### config.mk
export PLATFORM = sky130hd
export DESIGN_NAME = bram_dma_copy
export DESIGN_NICKNAME = d
export VERILOG_FILES = /design/src/rtl/bram_dma_copy.sv
export SDC_FILE = /design/constraint.sdc
export NUM_CORES = 1
export LEC_CHECK = 0
export CAP_MARGIN = 10
export CORE_MARGIN = 3
export CORE_UTILIZATION = 47
export DETAILED_ROUTE_END_ITERATION = 6
export PLACE_DENSITY = 0.77
export REMOVE_ABC_BUFFERS = 1
export SLEW_MARGIN = 25
export SYNTH_ARGS = -nofsm -noshare
export SYNTH_HDL_FRONTEND = slang
export SYNTH_SLANG_ARGS = --single-unit
export TNS_END_PERCENT = 100
### constraint.sdc
create_clock -name clk -period 4.4 [get_ports clk]
set_input_delay 1.1 -clock clk [delete_from_list [all_inputs] [get_ports clk]]
set_output_delay 1.1 -clock clk [all_outputs]
set_load 0.03 [all_outputs]
### src/rtl/bram_dma_copy.sv
// rtl/bram_dma_copy.sv - memmove-style block copy engine driving one block RAM port
// Purpose: copies `length` bytes from src_addr to dst_addr. Overlapping regions are
//   handled by choosing the copy direction at start. Every byte takes three cycles:
//   RD (present the source address), CAP (capture the registered read data) and
//   WR (write to the destination).
// Ports:
//   clk, rst_n          clock, asynchronous active-low reset
//   start, abort        one-cycle request (accepted in IDLE only), cancel
//   src_addr, dst_addr  first source / destination byte address
//   length              byte count, 0 = no transfer
//   busy, done          transfer in progress, one-cycle completion pulse
//   mem_we, mem_addr,   registered RAM port controls
//   mem_dout, mem_din   write data out, registered read data in (1-cycle latency)
// Option: define BRAM_DMA_FILL_EN to add fill/fill_byte. A fill writes fill_byte to
//   `length` ascending addresses from dst_addr at one byte per cycle.
module bram_dma_copy #(
  parameter int ADDR_W = 16,
  parameter int DATA_W = 8
) (
  input  logic              clk,
  input  logic              rst_n,
  input  logic              start,
  input  logic              abort,
  input  logic [ADDR_W-1:0] src_addr,
  input  logic [ADDR_W-1:0] dst_addr,
  input  logic [ADDR_W-1:0] length,
`ifdef BRAM_DMA_FILL_EN
  input  logic              fill,
  input  logic [DATA_W-1:0] fill_byte,
`endif
  output logic              busy,
  output logic              done,
  output logic              mem_we,
  output logic [ADDR_W-1:0] mem_addr,
  output logic [DATA_W-1:0] mem_dout,
  input  logic [DATA_W-1:0] mem_din
);

  typedef enum logic [2:0] {S_IDLE, S_RD, S_CAP, S_WR, S_DONE} state_t;

  localparam logic [ADDR_W-1:0] ONE = ADDR_W'(1);

  state_t            r_state, w_state_nxt;
  logic [ADDR_W-1:0] r_src_ptr, w_src_nxt;
  logic [ADDR_W-1:0] r_dst_ptr, w_dst_nxt;
  logic [ADDR_W-1:0] r_cnt, w_cnt_nxt;
  logic              r_bwd, w_bwd_nxt;
  logic              r_fill, w_fill_nxt;
  logic [DATA_W-1:0] r_fill_byte, w_fill_byte_nxt;
  logic              r_mem_we, w_mem_we_nxt;
  logic [ADDR_W-1:0] r_mem_addr, w_mem_addr_nxt;
  logic [DATA_W-1:0] r_mem_dout, w_mem_dout_nxt;
  logic              w_fill_in;
  logic [DATA_W-1:0] w_fill_byte_in;
  logic [ADDR_W-1:0] w_diff, w_len_m1;

`ifdef BRAM_DMA_FILL_EN
  assign w_fill_in      = fill;
  assign w_fill_byte_in = fill_byte;
`else
  assign w_fill_in      = 1'b0;
  assign w_fill_byte_in = '0;
`endif

  always_comb begin
    w_state_nxt     = r_state;
    w_src_nxt       = r_src_ptr;
    w_dst_nxt       = r_dst_ptr;
    w_cnt_nxt       = r_cnt;
    w_bwd_nxt       = r_bwd;
    w_fill_nxt      = r_fill;
    w_fill_byte_nxt = r_fill_byte;
    w_mem_we_nxt    = 1'b0;
    w_mem_addr_nxt  = r_mem_addr;
    w_mem_dout_nxt  = r_mem_dout;
    // Destination lies inside the source window (and is not equal to it):
    // a forward copy would overwrite bytes not yet read, so copy top-down.
    w_diff          = dst_addr - src_addr;
    w_len_m1        = length - ONE;

    case (r_state)
      S_IDLE: begin
        if (start && !abort) begin
          w_cnt_nxt       = length;
          w_fill_nxt      = w_fill_in;
          w_fill_byte_nxt = w_fill_byte_in;
          w_bwd_nxt       = !w_fill_in && (w_diff != '0) && (w_diff < length);
          if (w_bwd_nxt) begin
            w_src_nxt = src_addr + w_len_m1;
            w_dst_nxt = dst_addr + w_len_m1;
          end else begin
            w_src_nxt = src_addr;
            w_dst_nxt = dst_addr;
          end
          if (length == '0)   w_state_nxt = S_DONE;
          else if (w_fill_in) w_state_nxt = S_WR;
          else                w_state_nxt = S_RD;
        end
      end
      S_RD:  w_state_nxt = S_CAP;
      S_CAP: w_state_nxt = S_WR;
      S_WR: begin
        if (r_bwd) begin
          w_src_nxt = r_src_ptr - ONE;
          w_dst_nxt = r_dst_ptr - ONE;
        end else begin
          w_src_nxt = r_src_ptr + ONE;
          w_dst_nxt = r_dst_ptr + ONE;
        end
        w_cnt_nxt = r_cnt - ONE;
        if (r_cnt == ONE) w_state_nxt = S_DONE;
        else if (r_fill)  w_state_nxt = S_WR;
        else              w_state_nxt = S_RD;
      end
      S_DONE:  w_state_nxt = S_IDLE;
      default: w_state_nxt = S_IDLE;
    endcase

    if (abort && (r_state != S_IDLE)) w_state_nxt = S_IDLE;

    // RAM port registers are loaded from the next state so that they show
    // the values belonging to a state during the cycle the FSM is in it.
    w_mem_we_nxt = (w_state_nxt == S_WR);
    if (w_state_nxt == S_RD)      w_mem_addr_nxt = w_src_nxt;
    else if (w_state_nxt == S_WR) w_mem_addr_nxt = w_dst_nxt;

    // The data register doubles as the captured read byte.
    if (r_state == S_CAP)                          w_mem_dout_nxt = mem_din;
    else if ((w_state_nxt == S_WR) && w_fill_nxt)  w_mem_dout_nxt = w_fill_byte_nxt;
  end

  always_ff @(posedge clk or negedge rst_n) begin
    if (!rst_n) begin
      r_state     <= S_IDLE;
      r_src_ptr   <= '0;
      r_dst_ptr   <= '0;
      r_cnt       <= '0;
      r_bwd       <= 1'b0;
      r_fill      <= 1'b0;
      r_fill_byte <= '0;
      r_mem_we    <= 1'b0;
      r_mem_addr  <= '0;
      r_mem_dout  <= '0;
    end else begin
      r_state     <= w_state_nxt;
      r_src_ptr   <= w_src_nxt;
      r_dst_ptr   <= w_dst_nxt;
      r_cnt       <= w_cnt_nxt;
      r_bwd       <= w_bwd_nxt;
      r_fill      <= w_fill_nxt;
      r_fill_byte <= w_fill_byte_nxt;
      r_mem_we    <= w_mem_we_nxt;
      r_mem_addr  <= w_mem_addr_nxt;
      r_mem_dout  <= w_mem_dout_nxt;
    end
  end

  assign busy     = (r_state == S_RD) || (r_state == S_CAP) || (r_state == S_WR);
  assign done     = (r_state == S_DONE);
  assign mem_we   = r_mem_we;
  assign mem_addr = r_mem_addr;
  assign mem_dout = r_mem_dout;

endmodule

Fig. 1: signal wires on met3
Scale: 3 px per µm.
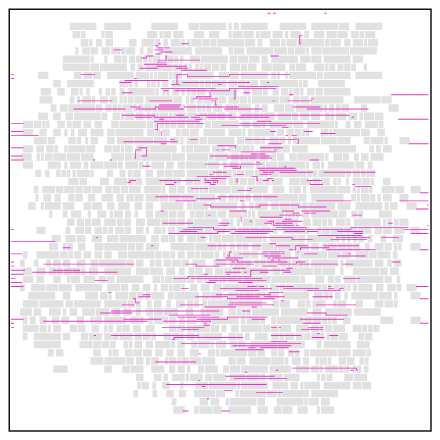
main direction: horizontal
nets with wire on the layer: 227

Fig. 2: I/O pins on the die edge
Scale: 3 px per µm. Pins as bars across the die edge, other pins in gray.
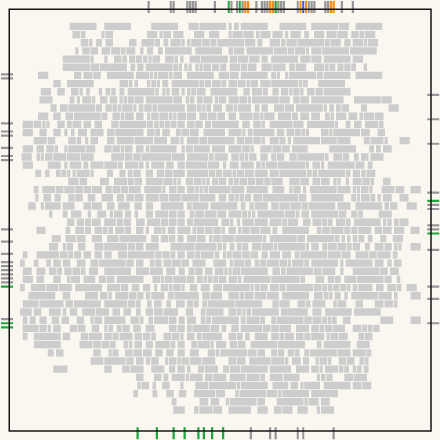
[green] src_addr | pins: 16 | direction: input | edge: 8 south, 3 west, 3 north, 2 east
[blue] done | pins: 1 | direction: output | edge: north
[orange] mem_din | pins: 8 | direction: input | edge: north
all pins by edge: 38 north, 21 west, 14 east, 14 south
die width: 140.1 µm
I/O Buffers: 86
Vert. Die Dim: 140.1 µm

Fig. 3: met4 routing
Scale: 3 px per µm. Supply wires on this layer in gray.
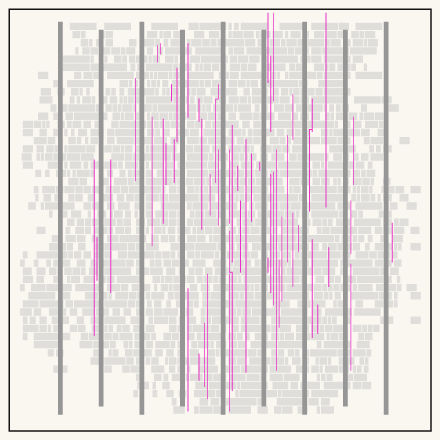
longest straight run: 77.5 µm
share of all routed wire: 4.8%
number of vias in the routed layout: 9658
sum of routed wire length over all layers: 30950 µm

Fig. 4: layout detail
Window x 80 to 130, y 80 to 130 µm. Cells in gray, sequential cells in the stronger gray; small squares are vias.
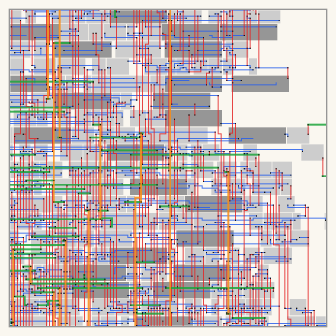
[red] metal 2
[blue] metal 1
[green] metal 3
[orange] metal 4
netlist names of flops here include: r_fill_byte (5), mem_addr (4), r_dst_ptr (4)
cells with their middle in the window: 197
sequential cells in the window: 24
most frequent: dfrtp_1 (24), nand2_1 (15), a21oi_1 (14)

routing by layer:
layer,track usage [%],vias to the layer above,part of all wire (%)
li1,-,4403,-
met1,37.58,4574,39
met2,46.85,562,47
met3,4.234,119,8.4
met4,12.03,0,4.8
met5,0,-,0
worst reg2reg max path, stage by stage, from the launching register on:
cell,delay (ps)
dfrtp_1,780
buf_4,390
ha_1,330
a21o_1,220
a21o_1,190
a21o_1,210
a311o_1,330
a21oi_1,250
o21bai_1,90
a21oi_1,180
mux2i_1,240
mux2i_1,130
o31a_1,300
path summary, 6_finish.rpt:
kind,endpoint,slack [ps],cells past startpoint
max reg2reg,mem_addr[15]$_DFFE_PN0P_,670,12
min reg2reg,r_fill_byte[4]$_DFF_PN0_,490,1
min,r_fill_byte[4]$_DFF_PN0_,490,1
min in group asynchronous,mem_dout[5]$_DFFE_PN0P_,840,1
max in group asynchronous,r_cnt[0]$_DFFE_PN0P_,2740,2
max,mem_addr[6]$_DFFE_PN0P_,-300,20
Yosys cell counts (18+ instances only):
cell / instances / area share (%)
and2_1: 20 / 1.5
a22oi_1: 18 / 1.6
inv_1: 62 / 2.8
nor3_1: 41 / 2.4
ha_1: 92 / 14
a21o_1: 20 / 1.8
mux2i_1: 18 / 2.1
xor2_1: 22 / 2.3
clkbuf_1: 26 / 1.2
nand3_1: 26 / 1.5
nand2_1: 58 / 2.6
xnor2_1: 42 / 4.4
dfrtp_1: 86 / 25
nor2_1: 89 / 4.0
o21ai_0: 59 / 3.5
nor4_1: 20 / 1.5
a21oi_1: 66 / 3.9
state kept, by name, indices dropped and copies added, names as in the netlist:
signal / count
mem_addr: 16
mem_dout: 8
mem_we: 1
r_bwd: 1
r_cnt: 16
r_dst_ptr: 16
r_fill: 1
r_fill_byte: 8
r_src_ptr: 16
r_state: 3
through the flow:
step	TNS, ps	cell area, µm²	util (%)
2_1_floorplan	-58130	8307	-
3_3_place_gp	-45220	10930	62.55
3_5_place_dp	-47640	10930	62.55
4_1_cts	-2552	11890	68.04
5_1_grt	-13010	12430	71.12
6_report	-7331	12430	71.12
logic make-up (layout without fill, tap and decap cells):
logic type	after synthesis	in the layout
compound gates	309	309
fa+ha+maj	97	97
simple gates	347	348
xor+xnor	64	64
mux	18	18
flops	86	86
buf+inv	100	395
area by class of cell:
class	count	area [µm²]	area share, %
Multi-Input combinational cell	836	6690	53.83
Timing Repair Buffer	315	2730	21.97
Sequential cell	86	2152	17.31
Tap cell	225	281.5	2.265
Inverter	64	247.7	1.993
Clock buffer	9	225.2	1.812
Clock inverter	7	102.6	0.8254
power groups by stage:
stage	logic, mW	clock network (mW)	registers (mW)
2_1_floorplan	2.65	0	1.61
3_3_place_gp	4.15	0	1.43
3_5_place_dp	4.24	0	1.45
4_1_cts	4.47	0.862	1.44
5_1_grt	5.26	0.894	1.48
6_report	4.87	0.866	1.45
what timing repair did:
item	4_1_cts	5_1_grt
buffers inserted	19	18
endpoints found under the hold margin	0	0
resized	147	95
endpoints found under the setup margin	49	49
pin swaps	43	26
cloned	1	3
hold buffers	0	0
==> impl_metrics.ini <==
; generated from flow reports
[run_status]
status = complete, but fails checks
failed_checks = design-rule violations, negative setup slack

[worst_setup_path]
worst_ep_required_time_ps = 4690
worst_path_largest_cell_delay_ps = 490
worst_path_fanout_max = 8
setup.worst_path.class = input pin to register
cp_data_arrival_time_ps = 4990
critPathCaptureType = register
critical_path.n_buffers_inverters = 4

[yosys]
most_used_flip_flop_cell_after_synthesis = dfrtp_1
synth_stat.cells = 1021
syn-cell-area_um2 = 8454
synth_adder_area_share_pct = 14.80
synth.yosys.seq_area_share_pct = 25.46
synth_simple_gate_area_share_pct = 20.99
xor_xnor_portion_of_the_synthesized_cell_area_pct = 6.630
synth-async-reset-ratio_pct = 100.0
count_of_different_cell_masters_after_synthesis = 76
yosys_warnings = 0
muxShareOfSynthArea_pct = 2.131

[clock_network]
cts.reportedPaths.clkPinSlew_ps = 70
htreeDepth = 3
clock_latency_on_the_worst_skew_pair_ps = 360
cts_root_buf = clkbuf_16
clock_sinks = 86

[layout]
design.final.nets = 1469
drive_above_1_share_pct = 29.84
num_antenna_cells = 0
layout_top_cells_excl_fill_tap = 204 x buf_4, 86 x dfrtp_1, 84 x nor2_1
syn_to_final_growth_pct = 47.02
mostFrequentLayoutCell = buf_4

[sta]
unrepaired_setup_endpoints_after_global_routing = true
finalHoldViolations = 0
whs_ps = 485.9
worst_slew_margin_rel_pct = 40.83
finalClockPeriodUsage_pct = 106.8
timing_worst_slew_pin_value_ps = 887.6
post-route-worst-setup-slack_ps = -298.4
setup_viol = 48

[route]
post-route-drc-count = 1
route.antenna.remaining_nets = 0
drt-vias-per-instance = 6.263
drt_first_iter_violations = 893
detail_route.wl_per_cell_um = 20.07

[pwr]
switching_share_pct = 46.44
worst_ir_drop_vdd_uv = 471.3
power_per_cell_area_nw_per_um2 = 578.2
total_switching_power_mw = 3.337
power.share.sequential_pct = 20.2
power.internal_mw = 3.849
p_clk_share_pct = 12.0

[floorplanning]
io_pins = 87
die-area_um2 = 19630
fp_util_pct = 48.37
core-area_um2 = 17480
core.rowCount = 48

[grt]
gr-total-overflow = 0
largest_net_degree_at_the_start_of_global_routing = 69
grt_usage_pct = 28.50

[hold_path]
hold_start = r_fill_byte[4]$_DFF_PN0_

[place]
placed_cells = 1487
detailedPlace.worstSlack_ps = -1126

[run]
warning_count = 29
Power figures rest on the tool's default switching activity, not on a simulated workload.
